**config.mk**
```make
export PLATFORM = sky130hd
export DESIGN_NAME = imem_arbiter
export DESIGN_NICKNAME = d
export VERILOG_FILES = /design/src/rtl/imem_arbiter.sv
export SDC_FILE = /design/constraint.sdc
export NUM_CORES = 1
export LEC_CHECK = 0
export ABC_AREA = 1
export CAP_MARGIN = 20
export CORE_MARGIN = 2
export CORE_UTILIZATION = 38
export CTS_CLUSTER_DIAMETER = 30
export DETAILED_ROUTE_END_ITERATION = 10
export GPL_TIMING_DRIVEN = 0
export PLACE_DENSITY_LB_ADDON = 0.1
export SKIP_LAST_GASP = 1
export SLEW_MARGIN = 10
export SYNTH_ARGS = -nofsm -noshare
export SYNTH_HDL_FRONTEND = slang
export SYNTH_SLANG_ARGS = --single-unit
```
**constraint.sdc**
```tcl
create_clock -name clk_i -period 2.83 [get_ports clk_i]
set_input_delay 0.283 -clock clk_i [delete_from_list [all_inputs] [get_ports clk_i]]
set_output_delay 0.283 -clock clk_i [all_outputs]
set_load 0.02 [all_outputs]
```
**src/rtl/imem_arbiter.sv**
```systemverilog
`timescale 1ns/1ps
`default_nettype none
// ============================================================================
//  Module   : imem_arbiter
//  Purpose  : Shares one single-port, synchronous-read instruction memory
//             between the core fetch port and the program loader write port.
//             The core is held off during the boot phase until the loader
//             reports the image complete. After boot, the two requesters are
//             served round-robin.
//             Every transaction is IDLE -> ACCESS -> RESP (3 cycles).
//  Options  : IMEM_ARB_ERR_EN - adds core_err_o, which flags core accesses
//             that are out of range or misaligned.
//  Revision : 1.0 - initial release
// ============================================================================
module imem_arbiter #(
  parameter int MEM_WORDS = 4096,
  parameter int MEM_AW    = $clog2(MEM_WORDS)
) (
  input  logic              clk_i,
  input  logic              rst_i,
  // core fetch port
  input  logic              core_req_i,
  input  logic [31:0]       core_addr_i,
  output logic [31:0]       core_rdata_o,
  output logic              core_rvalid_o,
  output logic              core_stall_o,
  // program loader port
  input  logic              ldr_req_i,
  input  logic [31:0]       ldr_addr_i,
  input  logic [31:0]       ldr_wdata_i,
  input  logic              ldr_done_i,
  output logic              ldr_ack_o,
  // memory macro port
  output logic              mem_req_o,
  output logic              mem_we_o,
  output logic [MEM_AW-1:0] mem_addr_o,
  output logic [31:0]       mem_wdata_o,
  input  logic [31:0]       mem_rdata_i
`ifdef IMEM_ARB_ERR_EN
  ,
  output logic              core_err_o
`endif
);

  // FSM encoding
  localparam logic [1:0] S_IDLE   = 2'd0;
  localparam logic [1:0] S_ACCESS = 2'd1;
  localparam logic [1:0] S_RESP   = 2'd2;

  // requester identifiers, used for both the grant ID and last_grant
  localparam logic GNT_CORE = 1'b0;
  localparam logic GNT_LDR  = 1'b1;

  // Word-index slice and the shift that isolates the out-of-range bits
  localparam int ADDR_HI   = MEM_AW + 1;
  localparam int OOR_SHIFT = MEM_AW + 2;

  logic [1:0]  state_q, state_d;
  logic        boot_q, boot_d;
  logic        last_q, last_d;
  logic        id_q;
  logic        inrange_q;

  logic        core_elig;
  logic        grant_vld;
  logic        grant_ldr;
  logic [31:0] sel_addr;
  logic        sel_inrange;

  // Pick the winner for this IDLE cycle and classify its address
  always_comb begin
    core_elig = core_req_i & ~boot_q;
    grant_vld = (state_q == S_IDLE) & (core_elig | ldr_req_i);
    if (ldr_req_i && core_elig) begin
      // Both requesting: the one that was not granted last time wins
      grant_ldr = (last_q == GNT_CORE);
    end else begin
      grant_ldr = ldr_req_i;
    end
    sel_addr    = grant_ldr ? ldr_addr_i : core_addr_i;
    sel_inrange = ((sel_addr >> OOR_SHIFT) == 32'd0);
  end

  // Next-state logic for the FSM, boot flag and round-robin pointer
  always_comb begin
    state_d = state_q;
    case (state_q)
      S_IDLE:   if (grant_vld) state_d = S_ACCESS;
      S_ACCESS: state_d = S_RESP;
      S_RESP:   state_d = S_IDLE;
      default:  state_d = S_IDLE;
    endcase
    // Boot ends on any ldr_done_i edge and never re-arms outside reset
    boot_d = ldr_done_i ? 1'b0 : boot_q;
    last_d = grant_vld ? grant_ldr : last_q;
  end

  // Control state registers
  always_ff @(posedge clk_i or posedge rst_i) begin
    if (rst_i) begin
      state_q <= S_IDLE;
      boot_q  <= 1'b1;
      last_q  <= GNT_CORE;
    end else begin
      state_q <= state_d;
      boot_q  <= boot_d;
      last_q  <= last_d;
    end
  end

  // Latch the granted requester ID and address class for the response phase
  always_ff @(posedge clk_i or posedge rst_i) begin
    if (rst_i) begin
      id_q      <= GNT_CORE;
      inrange_q <= 1'b0;
    end else if (grant_vld) begin
      id_q      <= grant_ldr;
      inrange_q <= sel_inrange;
    end
  end

  // Memory strobe is registered at grant time. Out-of-range accesses never
  // strobe, and address, we and data keep their previous values.
  always_ff @(posedge clk_i or posedge rst_i) begin
    if (rst_i) begin
      mem_req_o   <= 1'b0;
      mem_we_o    <= 1'b0;
      mem_addr_o  <= '0;
      mem_wdata_o <= 32'd0;
    end else begin
      mem_req_o <= grant_vld & sel_inrange;
      if (grant_vld && sel_inrange) begin
        mem_we_o   <= grant_ldr;
        mem_addr_o <= sel_addr[ADDR_HI:2];
        if (grant_ldr) begin
          mem_wdata_o <= ldr_wdata_i;
        end
      end
    end
  end

  // Response pulses: issued on the edge that closes ACCESS, and captured
  // together with the memory read data
  always_ff @(posedge clk_i or posedge rst_i) begin
    if (rst_i) begin
      core_rdata_o  <= 32'd0;
      core_rvalid_o <= 1'b0;
      ldr_ack_o     <= 1'b0;
    end else begin
      core_rvalid_o <= 1'b0;
      ldr_ack_o     <= 1'b0;
      if (state_q == S_ACCESS) begin
        if (id_q == GNT_CORE) begin
          core_rvalid_o <= 1'b1;
          core_rdata_o  <= inrange_q ? mem_rdata_i : 32'd0;
        end else begin
          ldr_ack_o <= 1'b1;
        end
      end
    end
  end

  // The core must hold its PC while booting or while a fetch is outstanding
  assign core_stall_o = boot_q | (core_req_i & ~core_rvalid_o);

`ifdef IMEM_ARB_ERR_EN
  logic misalign_q;

  // Remember whether the granted address had nonzero byte-offset bits
  always_ff @(posedge clk_i or posedge rst_i) begin
    if (rst_i) begin
      misalign_q <= 1'b0;
    end else if (grant_vld) begin
      misalign_q <= |sel_addr[1:0];
    end
  end

  // Error flag pulses alongside rvalid for bad core accesses
  always_ff @(posedge clk_i or posedge rst_i) begin
    if (rst_i) begin
      core_err_o <= 1'b0;
    end else begin
      core_err_o <= (state_q == S_ACCESS) && (id_q == GNT_CORE) &&
                    (!inrange_q || misalign_q);
    end
  end
`else
  // Byte-offset bits have no effect without the error flag
  logic unused_lsb;
  assign unused_lsb = ^sel_addr[1:0];
`endif

endmodule
`default_nettype wire

```
Fig. 1: register map, names as in the netlist
Scale bar: 20 um. Other sequential cells in the stronger gray, the rest of the logic in the fainter gray.
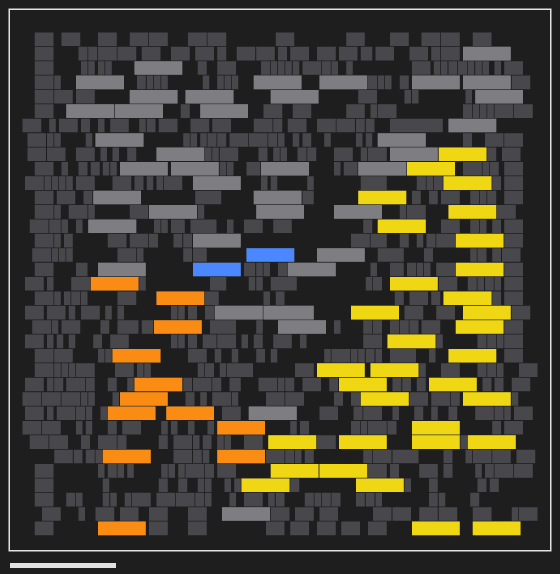
| name in the netlist | color | sequential cells |
|---|---|---|
| core_rdata_o | yellow | 32 |
| state_q | blue | 2 |
| mem_addr_o | orange | 12 |

Fig. 2: cell sizes after repair
Scale bar: 20 um.
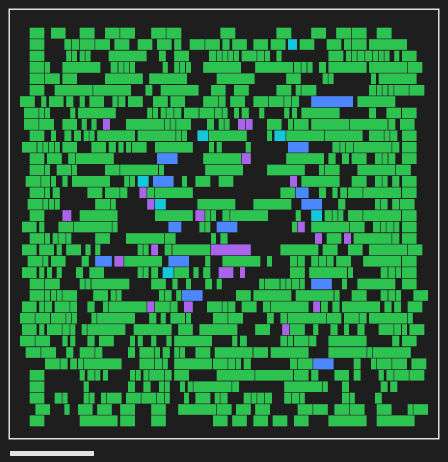
| size | color | cells | share |
|---|---|---|---|
| drive 2 | purple | 21 | 3.2% |
| drive 1 or less | green | 619 | 94% |
| drive 6 and up | blue | 13 | 2.0% |
| drive 3 to 4 | cyan | 7 | 1.1% |

Fig. 3: cell outlines without signal wires
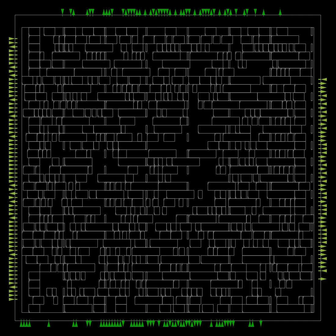
final core utilization: 0.658
sequential portion of the cell area: 0.348
number of placement rows: 35
number of filler cells placed in the layout: 829
sequential cell count of the final layout: 85

==> flow_summary.toml <==
# physical design summary
[run_status]
run_status = "finished, final reports clean"

[finish]
nMultiInputCombCells = 284
non_clock_buffering_overhead_in_the_final_layout = 0.368
layout.cells.non_filler = 789
final.signal_buffer_count = 236
final_net_count = 788
layout_top_cells_excl_fill_tap = "sky130_fd_sc_hd__clkdlybuf4s50_1 (209), sky130_fd_sc_hd__nand2_1 (122), sky130_fd_sc_hd__nand3_1 (91)"
multi_input_combinational_cell_area_um2 = 1250
sequential_cell_area_um2 = 2130
area_delta_synth_final_pct = 67.2
reg.largest.list = "core_rdata_o (32), mem_wdata_o (32), mem_addr_o (12)"
clockNetworkAreaShare = 0.0284
final_design_area_no_fill_um2 = 6110
layout-drive-gt1-share = 0.0621

[detailed_routing]
wl_met2_um = 5610
wirelength_met1_um = 4260
first_pass_iters = 4
viasPerCell = 4.65
postRouteAntennaNets = 0
detailroute.via_count = 3665
drc_errors = 0
detail_route.wl_per_cell_um = 13.8
met3RoutedLength_um = 853

[cts]
root_buffer_cell = "sky130_fd_sc_hd__clkbuf_8"
cts_num_sinks = 85
post_cts_hold_buffer_count = 0
cts-resized-gates = 0
post-cts-setup-buffer-count = 0
worstSkewPairLatency_ns = 0.35
htree_levels = 3
tritoncts_clock_tree = "done"
clkTransAtPathRegs_ns = 0.10

[global_route]
grt_max_degree = 46
global_route.peak_usage_layer = "met2"
grt_use_met2 = 0.381
grt_pass1_wl_um = 17300
grt_util_all_layers = 0.213
initial_antenna_violation_count = 0
use_met1 = 0.243

[logic_synthesis]
netlist_logic_family_top = "simple AND/OR/NAND/NOR gates"
aoi_share = 0.0500
postSynthRegisterBits = 85
synth_cell_types = 20
netlist.top_cell.by_instances = "sky130_fd_sc_hd__nand2_1"
syn-num-nets = 567
synthTopCellsByArea = "sky130_fd_sc_hd__dfrtp_1 (57%), sky130_fd_sc_hd__nand2_1 (13%), sky130_fd_sc_hd__nand3_1 (12%)"
yosys_most_used_dff = "sky130_fd_sc_hd__dfrtp_1"
synth.yosys.chip_area_um2 = 3660
postSynthCellCount = 434
synth.yosys.num_cells = 434
fa_ha_maj_area_frac = 0
ys_seq_frac = 0.582
yosysWarningCount = 0
yosys.area_share.simple = 0.292
post_synth_instance_area_um2 = 3660
edf_count = 0
synth_area_per_cell_um2 = 8.42
xor_area_frac = 0
async_flop_share = 1.00
ys_sh_mux = 0

[final_timing]
finalHoldWorstSlack_ns = 0.325
report.final.setup_viol = 0
final_hold_viol_count = 0
worst_slack_ns = 0.907
fin_setup_tns_ns = 0
post-route-period-util = 0.679
max_transition_margin = 0.650
period_minus_slack_ns = 1.92

[setup_path]
rr_worst_depth = 10
critical_path_buf_inv_count = 2
worst-endpoint-required_ns = 2.55
critical_path_depth = 3
r2r_start = "boot_q"
cp-end-kind = "output pin"
cp_max_fo = 4
critPathKind = "reg2out"
crit_path_end = "core_stall_o"
slowest_delay_ns = 0.66
worst_ep_arrival_time_ns = 1.64
path_cells = "inv_2, o21ai_0, clkdlybuf4s50_1"
critical_path.startpoint = "boot_q"
timing.critical_path.slowest_stage_cell = "sky130_fd_sc_hd__clkdlybuf4s50_1"
worst_path_dominant_cell_family = "buffers and inverters"

[power]
pg_seq_w = 0.00127
power_frac_clock = 0.291
powerComb_w = 0.000646
pg_clk_w = 0.000787
p_int_w = 0.00184
relative_contribution_of_sequential_cells_to_total_power = 0.470
largest_power_group = "registers"
p_sw_frac = 0.318
net_switching_component_of_the_power_w = 0.000859
power_w = 0.00270
worst_ir_drop_vdd_mv = 0.226

[die]
num_ports = 214
core_region_area_um2 = 9280
die_h_um = 102
dieArea_um2 = 10400
die_w_um = 102
initial_utilization = 0.394

[place]
gp_congestion = 0.768
placed_cells = 773
post_dp_cell_area_um2 = 5940

[flow_run]
maxCapViolCount = 0
openroad.warnings = 30

[hold_path]
hp-class = "in2async"
